Fig. 1: pin placement
Pins as bars across the die edge, other pins in gray.
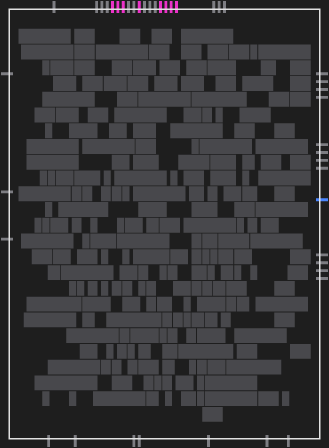
Fig. 2: clock nets
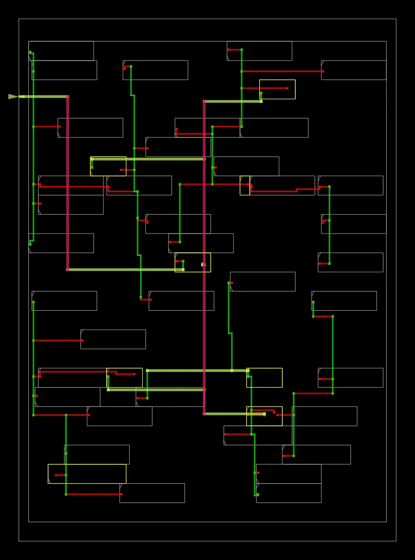
Fig. 3: clock wires, drivers and flops
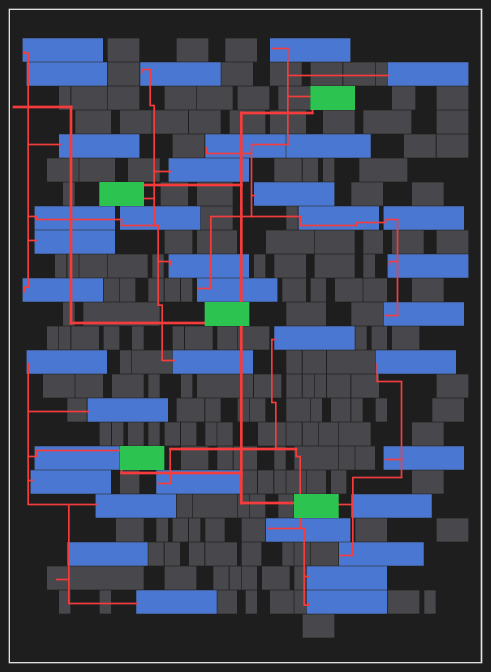
**src/rtl/rtc_read_sequencer.sv**
```systemverilog
// Sweeps 11 RTC timekeeping registers over the multiplexed A/D bus.
// Each captured byte is published to the display register bank as a one-cycle AoD=0 write.
module rtc_read_sequencer #(
    parameter int unsigned PHASE_CYC = 5
) (
    input  logic       clk,
    input  logic       reset,
    input  logic       start,
    input  logic [7:0] rtc_ad_in,
    output logic [7:0] rtc_ad_out,
    output logic       rtc_ad_oe,
    output logic       rtc_cs_n,
    output logic       rtc_rd_n,
    output logic       rtc_wr_n,
    output logic       rtc_a_d,
    output logic [7:0] address,
    output logic [7:0] data_vga,
    output logic       AoD,
    output logic       busy,
    output logic       done
);

    typedef enum logic [2:0] {
        S_IDLE, S_ADDR, S_GAP1, S_DATA, S_PUB, S_GAP2, S_DONE
    } state_t;

    state_t     r_state;
    logic [3:0] r_idx;
    logic [7:0] r_cnt;
    logic [7:0] r_ad_out;
    logic       r_ad_oe;
    logic       r_cs_n;
    logic       r_rd_n;
    logic       r_wr_n;
    logic       r_a_d;
    logic [7:0] r_address;
    logic [7:0] r_data;
    logic       r_aod;
    logic       r_busy;
    logic       r_done;

    logic       w_last;
    logic [3:0] w_next_idx;

    function automatic logic [7:0] table_addr(input logic [3:0] idx);
        case (idx)
            4'd0:    table_addr = 8'h21;
            4'd1:    table_addr = 8'h22;
            4'd2:    table_addr = 8'h23;
            4'd3:    table_addr = 8'h24;
            4'd4:    table_addr = 8'h25;
            4'd5:    table_addr = 8'h26;
            4'd6:    table_addr = 8'h27;
            4'd7:    table_addr = 8'h28;
            4'd8:    table_addr = 8'h41;
            4'd9:    table_addr = 8'h42;
            4'd10:   table_addr = 8'h43;
            default: table_addr = 8'h00;
        endcase
    endfunction

    assign w_last     = (r_cnt == 8'(PHASE_CYC - 1));
    assign w_next_idx = r_idx + 4'd1;

    always_ff @(posedge clk or posedge reset) begin
        if (reset) begin
            r_state   <= S_IDLE;
            r_idx     <= '0;
            r_cnt     <= '0;
            r_ad_out  <= '0;
            r_ad_oe   <= 1'b0;
            r_cs_n    <= 1'b1;
            r_rd_n    <= 1'b1;
            r_wr_n    <= 1'b1;
            r_a_d     <= 1'b1;
            r_address <= '0;
            r_data    <= '0;
            r_aod     <= 1'b1;
            r_busy    <= 1'b0;
            r_done    <= 1'b0;
        end else begin
            r_done <= 1'b0;
            r_aod  <= 1'b1;
            // Multi-cycle phases wrap the counter on their last cycle; single-cycle states override to 0.
            r_cnt  <= w_last ? '0 : r_cnt + 8'd1;
            case (r_state)
                S_IDLE: begin
                    r_cnt <= '0;
                    if (start) begin
                        r_state   <= S_ADDR;
                        r_idx     <= '0;
                        r_busy    <= 1'b1;
                        r_cs_n    <= 1'b0;
                        r_wr_n    <= 1'b0;
                        r_a_d     <= 1'b1;
                        r_ad_oe   <= 1'b1;
                        r_ad_out  <= table_addr(4'd0);
                        r_address <= table_addr(4'd0);
                    end
                end
                S_ADDR: begin
                    if (w_last) begin
                        r_state <= S_GAP1;
                        r_cs_n  <= 1'b1;
                        r_wr_n  <= 1'b1;
                        r_ad_oe <= 1'b0;
                    end
                end
                S_GAP1: begin
                    if (w_last) begin
                        r_state <= S_DATA;
                        r_cs_n  <= 1'b0;
                        r_rd_n  <= 1'b0;
                        r_a_d   <= 1'b0;
                    end
                end
                S_DATA: begin
                    if (w_last) begin
                        r_state <= S_PUB;
                        r_cs_n  <= 1'b1;
                        r_rd_n  <= 1'b1;
                        r_a_d   <= 1'b1;
                        r_data  <= rtc_ad_in;
                        r_aod   <= 1'b0;
                    end
                end
                S_PUB: begin
                    r_state <= S_GAP2;
                    r_cnt   <= '0;
                end
                S_GAP2: begin
                    if (w_last) begin
                        if (r_idx < 4'd10) begin
                            r_state   <= S_ADDR;
                            r_idx     <= w_next_idx;
                            r_cs_n    <= 1'b0;
                            r_wr_n    <= 1'b0;
                            r_ad_oe   <= 1'b1;
                            r_ad_out  <= table_addr(w_next_idx);
                            r_address <= table_addr(w_next_idx);
                        end else begin
                            r_state <= S_DONE;
                            r_done  <= 1'b1;
                        end
                    end
                end
                S_DONE: begin
                    r_state <= S_IDLE;
                    r_cnt   <= '0;
                    r_busy  <= 1'b0;
                end
                default: begin
                    r_state <= S_IDLE;
                    r_cnt   <= '0;
                end
            endcase
        end
    end

    assign rtc_ad_out = r_ad_out;
    assign rtc_ad_oe  = r_ad_oe;
    assign rtc_cs_n   = r_cs_n;
    assign rtc_rd_n   = r_rd_n;
    assign rtc_wr_n   = r_wr_n;
    assign rtc_a_d    = r_a_d;
    assign address    = r_address;
    assign data_vga   = r_data;
    assign AoD        = r_aod;
    assign busy       = r_busy;
    assign done       = r_done;

endmodule
```
**config.mk**
```make
export PLATFORM = sky130hd
export DESIGN_NAME = rtc_read_sequencer
export DESIGN_NICKNAME = d
export VERILOG_FILES = /design/src/rtl/rtc_read_sequencer.sv
export SDC_FILE = /design/constraint.sdc
export NUM_CORES = 1
export LEC_CHECK = 0
export CORE_ASPECT_RATIO = 1.4
export CORE_UTILIZATION = 54
export DETAILED_ROUTE_END_ITERATION = 6
export PLACE_DENSITY = 0.81
export SYNTH_ARGS = -nofsm -noshare
export SYNTH_HDL_FRONTEND = slang
export SYNTH_SLANG_ARGS = --single-unit
```
**constraint.sdc**
```tcl
create_clock -name clk -period 3.4 [get_ports clk]
set_input_delay 0.68 -clock clk [delete_from_list [all_inputs] [get_ports clk]]
set_output_delay 0.68 -clock clk [all_outputs]
set_load 0.005 [all_outputs]
```
==> impl_metrics.py <==
# Physical implementation metrics
metrics = {
    "synthesis": {
        "ys_dominant_reg_cell": "dfrtp_1",
        "syn_area_um2": 1990,
        "edf_count": 0,
        "yosys_warnings": 0,
        "ys_sh_adder_pct": 3.14,
        "synth_xor_xnor_area_share_pct": 4.39,
        "synth_cells": 191,
    },
    "layout": {
        "nets": 238,
        "drive_above_1_share_pct": 14.8,
    },
    "drt": {
        "met3_length_um": 184,
    },
    "final_timing": {
        "hold_violations": 0,
        "timing.final.ws_setup_ns": 0.997,
        "relSlewSlack_pct": 62.4,
        "period_needed_ns": 2.40,
        "slew_viol_final": 0,
    },
    "grt": {
        "grt_use_met2_pct": 40.0,
        "grt_max_degree": 38,
        "grtUsageMet1_pct": 26.4,
        "met3_usage_pct": 7.04,
    },
    "clocking": {
        "cts_tree": "done",
    },
    "floorplan": {
        "io-pin-count": 43,
        "fp_util_pct": 58.0,
    },
    "critical_path": {
        "worstSetupStartpoint": "start",
        "crit_path_top_delay_cell": "clkdlybuf4s50_1",
        "cp_cell_sequence": "clkdlybuf4s50_1 -> or4b_4 -> o21ai_2 -> o21a_1 -> mux2_4",
        "path_delay_family": "AND-OR/OR-AND gates",
    },
    "run": {
        "maxCapViolCount": 0,
    },
    "run_status": {
        "outcome": "complete, no violations",
    },
    "pwr": {
        "maxPowerGroup": "sequential cells",
        "ir_drop_mv": 0.544,
        "power_frac_seq_pct": 39.6,
        "power_switching_uw": 613,
    },
    "worst_hold_path": {
        "hold_path.class": "flip-flop to flip-flop",
    },
}
-- Fig. 1 (at the start) --
Key: blue = `AoD` [pins 1, direction output, edge east]; magenta = `data_vga` [pins 8, direction output, edge north]
chip width: 53.4 um
Die H: 73.9 um
Port Buffer Count: 38

-- Fig. 2 (at the start) --
Flop Count: 37
Num CTS Buffers: 5
clk_skew: 0.00978 ns
clock buffers: 7
Skew-Pair Late Insertion Delay: 0.29 ns

-- Fig. 3 (at the start) --
Key: red = clock wires [length 495 um]; blue = flip-flops [count 37]; green = clock-net drivers [count 5]
Position of the flops: spread over the die.
Clock power frac: 21.6%
clock network power: 395 uW

-- state kept, by name, summed over array words and instances (netlist names), 3 cells and up --
register,count
data_vga,8
r_cnt,8
r_idx,4
r_state,3
rtc_ad_out,6
-- final timing paths --
kind / to / depth (start not counted)
setup reg to reg: r_idx[3]$_DFFE_PP0P_ / 4
max in group asynchronous: rtc_rd_n$_DFFE_PP1P_ / 3
hold / removal: rtc_wr_n$_DFFE_PP1P_ / 2
setup / recovery: r_idx[3]$_DFFE_PP0P_ / 5
min in group asynchronous: rtc_ad_out[3]$_DFFE_PP0P_ / 3
hold reg to reg: rtc_wr_n$_DFFE_PP1P_ / 2
-- stage by stage --
stage	cell area (um2)	util, %	total power, mW
floorplan	2010	-	1.16
global placement	2320	67.3	1.40
detailed placement	2320	67.3	1.44
CTS	2430	70.7	1.85
global route	2430	70.7	1.95
finish	2430	70.7	1.83
-- area by class of cell --
class | instances | area, um2
fill | 271 | 1010
sequential | 37 | 932
multi-input combinational | 129 | 910
timing repair buffer | 39 | 388
clock buffer | 7 | 86.3
tap | 40 | 50.0
inverter | 10 | 37.5
clock inverter | 1 | 30.0
-- placed cells by master (no fill, tap or decap), types with 4 or more instances in the layout --
cell | netlist | layout
ha_1 | 5 | 5
inv_1 | 10 | 10
conb_1 | 1 | 4
mux2_4 | 4 | 4
clkdlybuf4s50_1 | 0 | 38
mux2_2 | 8 | 8
nand2_1 | 11 | 11
a21oi_1 | 4 | 4
nand3_1 | 13 | 13
nor3_1 | 5 | 5
clkbuf_8 | 0 | 6
nor2_1 | 17 | 17
o21ai_0 | 10 | 10
xor2_1 | 7 | 7
dfrtp_1 | 32 | 32
dfstp_2 | 5 | 5
No activity file was given, so power comes from the tool's default toggle rates.
